==> src/rtl/bike_light_if.sv <==
// Purpose : groups the light controller's front-panel pulses and its
//           light/status outputs into one bundle.
// Signals : next, up, down  one-cycle pulses from the button front end
//           leds            NUM_LEDS light outputs
//           mode            current mode (0=OFF 1=ON 2=BLINK 3=CHASE)
//           speed_div       current blink/chase speed divisor
// Modports: master drives the pulses and observes the outputs,
//           slave is the controller side.
// Handshake: there is no valid/ready pair. Each pulse is a single-cycle
//           strobe sampled on the rising clock edge. The outputs are levels
//           that are valid in every cycle.
interface bike_light_if #(
  parameter int NUM_LEDS = 8,
  parameter int DIV_W    = 4
);
  logic                next;
  logic                up;
  logic                down;
  logic [NUM_LEDS-1:0] leds;
  logic [1:0]          mode;
  logic [DIV_W-1:0]    speed_div;

  modport master (output next, up, down, input leds, mode, speed_div);
  modport slave  (input next, up, down, output leds, mode, speed_div);
endinterface

==> src/rtl/bike_light_ctrl.sv <==
// Purpose : multi-LED rear bicycle light controller with four modes:
//           OFF, ON, BLINK and CHASE. In CHASE a single lit LED bounces
//           from end to end. The blink/chase rate is one step every
//           TICK_CYCLES*speed_div clock cycles. The divisor saturates in
//           the range 1..DIV_MAX.
// Ports   : clk    system clock, rising edge
//           reset  asynchronous, active-high
//           bus    bike_light_if.slave (next/up/down in; leds/mode/speed_div out)
// The mode register is the FSM state and is visible on bus.mode.
module bike_light_ctrl #(
  parameter int NUM_LEDS    = 8,
  parameter int TICK_CYCLES = 2500000,
  parameter int DIV_MAX     = 8,
  parameter int DIV_INIT    = 4
) (
  input  logic        clk,
  input  logic        reset,
  bike_light_if.slave bus
);
  localparam int DIV_W  = $clog2(DIV_MAX + 1);
  localparam int TICK_W = (TICK_CYCLES > 1) ? $clog2(TICK_CYCLES) : 1;
  localparam int POS_W  = (NUM_LEDS > 1) ? $clog2(NUM_LEDS) : 1;

  localparam logic [1:0] MODE_OFF   = 2'd0;
  localparam logic [1:0] MODE_ON    = 2'd1;
  localparam logic [1:0] MODE_BLINK = 2'd2;
  localparam logic [1:0] MODE_CHASE = 2'd3;

  logic [1:0]        r_mode;
  logic [DIV_W-1:0]  r_speed_div;
  logic [TICK_W-1:0] r_tick_cnt;
  logic [DIV_W-1:0]  r_step_cnt;
  logic              r_phase;
  logic [POS_W-1:0]  r_pos;
  logic              r_dir_up;

  logic              w_tick;
  logic              w_step;
  logic              w_faster;
  logic              w_slower;
  logic              w_clr;
  logic [NUM_LEDS-1:0] w_onehot;
  logic [NUM_LEDS-1:0] w_leds;

  assign w_tick = (r_tick_cnt == TICK_W'(TICK_CYCLES - 1));
  assign w_step = w_tick && (r_step_cnt == r_speed_div - DIV_W'(1));

  // A press that would hit a saturation limit is ignored. Such a press
  // leaves the timing counters running.
  assign w_faster = bus.up && !bus.down && (r_speed_div != DIV_W'(1));
  assign w_slower = bus.down && !bus.up && (r_speed_div != DIV_W'(DIV_MAX));

  // Any mode change or effective speed change restarts the step timing,
  // so the next step is a full new period away.
  assign w_clr = bus.next || w_faster || w_slower;

  always_ff @(posedge clk or posedge reset) begin
    if (reset) begin
      r_tick_cnt <= '0;
      r_step_cnt <= '0;
    end else if (w_clr) begin
      r_tick_cnt <= '0;
      r_step_cnt <= '0;
    end else begin
      r_tick_cnt <= w_tick ? '0 : r_tick_cnt + TICK_W'(1);
      if (w_step)
        r_step_cnt <= '0;
      else if (w_tick)
        r_step_cnt <= r_step_cnt + DIV_W'(1);
    end
  end

  always_ff @(posedge clk or posedge reset) begin
    if (reset)
      r_speed_div <= DIV_W'(DIV_INIT);
    else if (w_faster)
      r_speed_div <= r_speed_div - DIV_W'(1);
    else if (w_slower)
      r_speed_div <= r_speed_div + DIV_W'(1);
  end

  // Mode FSM: OFF -> ON -> BLINK -> CHASE -> OFF. The 2-bit wrap gives the cycle.
  always_ff @(posedge clk or posedge reset) begin
    if (reset)
      r_mode <= MODE_OFF;
    else if (bus.next)
      r_mode <= r_mode + 2'd1;
  end

  // The blink phase runs in every mode. It only becomes visible in BLINK,
  // and entering BLINK forces it back to 1.
  always_ff @(posedge clk or posedge reset) begin
    if (reset)
      r_phase <= 1'b1;
    else if (bus.next)
      r_phase <= 1'b1;
    else if (w_step)
      r_phase <= ~r_phase;
  end

  // Bounce: the direction flips while leaving an end. This keeps each
  // end LED lit for exactly one step.
  always_ff @(posedge clk or posedge reset) begin
    if (reset) begin
      r_pos    <= '0;
      r_dir_up <= 1'b1;
    end else if (bus.next) begin
      r_pos    <= '0;
      r_dir_up <= 1'b1;
    end else if (w_step && r_mode == MODE_CHASE && NUM_LEDS > 1) begin
      if (r_dir_up) begin
        if (r_pos == POS_W'(NUM_LEDS - 1)) begin
          r_dir_up <= 1'b0;
          r_pos    <= r_pos - POS_W'(1);
        end else begin
          r_pos <= r_pos + POS_W'(1);
        end
      end else begin
        if (r_pos == '0) begin
          r_dir_up <= 1'b1;
          r_pos    <= r_pos + POS_W'(1);
        end else begin
          r_pos <= r_pos - POS_W'(1);
        end
      end
    end
  end

  assign w_onehot = NUM_LEDS'(1) << r_pos;

  always_comb begin
    w_leds = '0;
    case (r_mode)
      MODE_OFF:   w_leds = '0;
      MODE_ON:    w_leds = '1;
      MODE_BLINK: w_leds = {NUM_LEDS{r_phase}};
      MODE_CHASE: w_leds = w_onehot;
      default:    w_leds = '0;
    endcase
  end

  assign bus.leds      = w_leds;
  assign bus.mode      = r_mode;
  assign bus.speed_div = r_speed_div;
endmodule

==> src/flat_wrapper.sv <==
// flat-port wrapper written by rule: the top's interface ports become plain ports
module bike_light_ctrl_flat 
#(
  parameter int NUM_LEDS    = 8,
  parameter int TICK_CYCLES = 2500000,
  parameter int DIV_MAX     = 8,
  parameter int DIV_INIT    = 4
)
  (clk, reset, bus_next, bus_up, bus_down, bus_leds, bus_mode, bus_speed_div);
  bike_light_if #(.NUM_LEDS(NUM_LEDS), .DIV_W(($clog2(DIV_MAX + 1)))) bus_i ();
  input  logic clk;
  input  logic reset;
  input wire logic [$bits(bus_i.next)-1:0] bus_next;
  input wire logic [$bits(bus_i.up)-1:0] bus_up;
  input wire logic [$bits(bus_i.down)-1:0] bus_down;
  output wire logic [$bits(bus_i.leds)-1:0] bus_leds;
  output wire logic [$bits(bus_i.mode)-1:0] bus_mode;
  output wire logic [$bits(bus_i.speed_div)-1:0] bus_speed_div;
  assign bus_i.next = bus_next;
  assign bus_i.up = bus_up;
  assign bus_i.down = bus_down;
  assign bus_leds = bus_i.leds;
  assign bus_mode = bus_i.mode;
  assign bus_speed_div = bus_i.speed_div;
  bike_light_ctrl #(.NUM_LEDS(NUM_LEDS), .TICK_CYCLES(TICK_CYCLES), .DIV_MAX(DIV_MAX), .DIV_INIT(DIV_INIT)) u_core (.clk(clk), .reset(reset), .bus(bus_i));
endmodule
==> config.mk <==
export PLATFORM = sky130hd
export DESIGN_NAME = bike_light_ctrl_flat
export DESIGN_NICKNAME = d
export VERILOG_FILES = /design/src/rtl/bike_light_if.sv /design/src/rtl/bike_light_ctrl.sv /design/src/flat_wrapper.sv
export SDC_FILE = /design/constraint.sdc
export NUM_CORES = 1
export LEC_CHECK = 0
export CORE_ASPECT_RATIO = 1.1
export CORE_MARGIN = 3
export CORE_UTILIZATION = 45
export CTS_CLUSTER_SIZE = 24
export DETAILED_ROUTE_END_ITERATION = 10
export PLACE_DENSITY_LB_ADDON = 0.1
export RECOVER_POWER = 25
export SYNTH_ARGS = -nofsm -noshare
export SYNTH_HDL_FRONTEND = slang
export SYNTH_SLANG_ARGS = --single-unit
==> constraint.sdc <==
create_clock -name clk -period 2.25 [get_ports clk]
set_input_delay 0.225 -clock clk [delete_from_list [all_inputs] [get_ports clk]]
set_output_delay 0.225 -clock clk [all_outputs]
set_load 0.01 [all_outputs]
==> flow_results.xml <==
<?xml version="1.0" encoding="UTF-8"?>
<metrics>
  <group name="final_timing">
    <metric name="min_period_over_period" unit="">0.923</metric>
    <metric name="minimum_setup_slack_in_the_final_design" unit="ps">174</metric>
    <metric name="fin_tns_setup" unit="ps">0</metric>
  </group>
  <group name="die">
    <metric name="fp.coreArea" unit="um2">4780</metric>
    <metric name="fp.dieArea" unit="um2">6000</metric>
    <metric name="die.size.y" unit="um">80.9</metric>
  </group>
  <group name="finish">
    <metric name="nNonClkInverters" unit="">9</metric>
    <metric name="layout_cells_sized_above_1" unit="">0.139</metric>
    <metric name="clkbuf_count" unit="">6</metric>
    <metric name="fillerInstances" unit="">432</metric>
    <metric name="largestClassByArea" unit="">multi-input combinational cells</metric>
    <metric name="seqCellArea" unit="um2">930</metric>
    <metric name="n_all_buffers" unit="">30</metric>
    <metric name="nMultiInputCombCells" unit="">182</metric>
    <metric name="sh_comb_area" unit="">0.476</metric>
    <metric name="final_cell_mix" unit="">34 x sky130_fd_sc_hd__dfrtp_1, 27 x sky130_fd_sc_hd__nor2_1, 17 x sky130_fd_sc_hd__clkdlybuf4s50_1</metric>
  </group>
  <group name="synthesis">
    <metric name="common_cells" unit="">34 x sky130_fd_sc_hd__dfrtp_1, 27 x sky130_fd_sc_hd__nor2_1, 16 x sky130_fd_sc_hd__xnor2_1</metric>
    <metric name="synth_seq_share" unit="">0.405</metric>
    <metric name="synth.comb.largest_family" unit="">simple AND/OR/NAND/NOR gates</metric>
    <metric name="ys_area" unit="um2">2300</metric>
  </group>
  <group name="power_and_ir_drop">
    <metric name="power_density" unit="nW/um2">938</metric>
    <metric name="power.static_leakage" unit="nW">1.15</metric>
  </group>
  <group name="cts">
    <metric name="post_cts_sizing" unit="">1</metric>
    <metric name="cts_num_sinks" unit="">37</metric>
    <metric name="clock_tree.root_cell" unit="">sky130_fd_sc_hd__clkbuf_8</metric>
  </group>
  <group name="status">
    <metric name="status" unit="">complete, no violations</metric>
  </group>
  <group name="worst_setup_path">
    <metric name="crit_family" unit="">buffers and inverters</metric>
    <metric name="cpPeakStageDelay" unit="ps">500</metric>
    <metric name="required" unit="ps">2030</metric>
  </group>
  <group name="global_routing">
    <metric name="groute.layer.met3.usage" unit="">0.0334</metric>
    <metric name="grt_antenna_before_repair" unit="">0</metric>
    <metric name="gr-max-usage-layer" unit="">met2</metric>
  </group>
  <group name="route">
    <metric name="wl_met1" unit="mm">2.12</metric>
  </group>
  <group name="place">
    <metric name="post_dp_cell_area" unit="um2">2580</metric>
  </group>
  <group name="flow_run">
    <metric name="number_of_maximum_capacitance_constraint_violations" unit="">0</metric>
  </group>
</metrics>
[power by group]
group	total (W)	switching [W]	internal, W
clock	0.000601	0.000241	0.000360
combinational	0.00109	0.000523	0.000570
sequential	0.000848	0.000114	0.000734
[path summary, 6_finish.rpt]
kind,from,end,slack [ps],depth (start not counted)
min reg2reg,u_core.r_tick_cnt[0],u_core.r_tick_cnt[0],490,1
max reg2reg,u_core.bus.speed_div[1],u_core.r_pos[2],240,7
min in group asynchronous,reset,u_core.bus.speed_div[3],650,3
min,u_core.r_tick_cnt[0],u_core.r_tick_cnt[0],490,1
max,u_core.bus.mode[0],bus_leds[2],170,5
max in group asynchronous,reset,u_core.bus.speed_div[1],1030,3
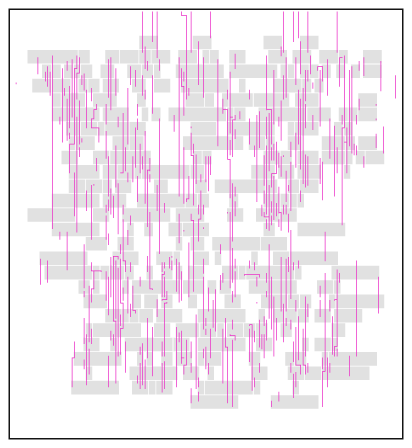
*The metal 2 layer*
Cells faint in the background.
main direction	vertical
wire length on this layer	2040 um

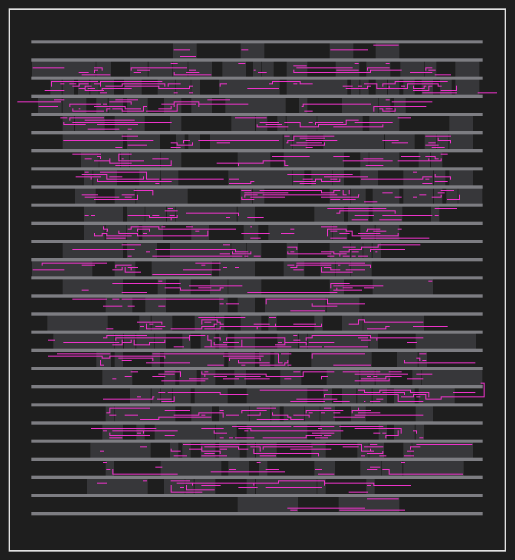
*Signal wires on met1*
Supply wires on this layer in gray. Cells faint in the background.
main direction	horizontal
wire length on this layer	2120 um
share of all routed wire	49%
DRT Wirelength: 4.34 mm
global routing usage on met1: 0.214
total vias in the final route: 1752

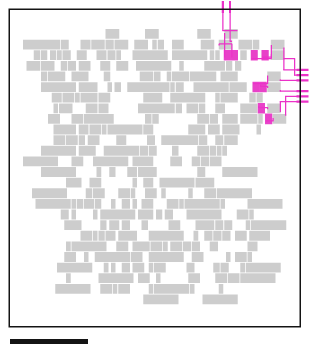
*Port wiring*
Scale bar: 20 um.
port	color	bits	direction	end cells	buffers	wire
`bus_leds`	magenta	8	output	8	8	96.4 um
number of I/O pins: 19
IO Port Bufs: 18

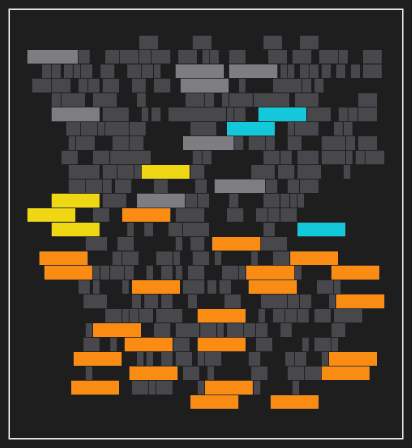
*Register map, names as in the netlist*
netlist name	color	flops
`u_core.r_tick_cnt`	orange	22
`u_core.r_pos`	cyan	3
`u_core.r_step_cnt`	yellow	4

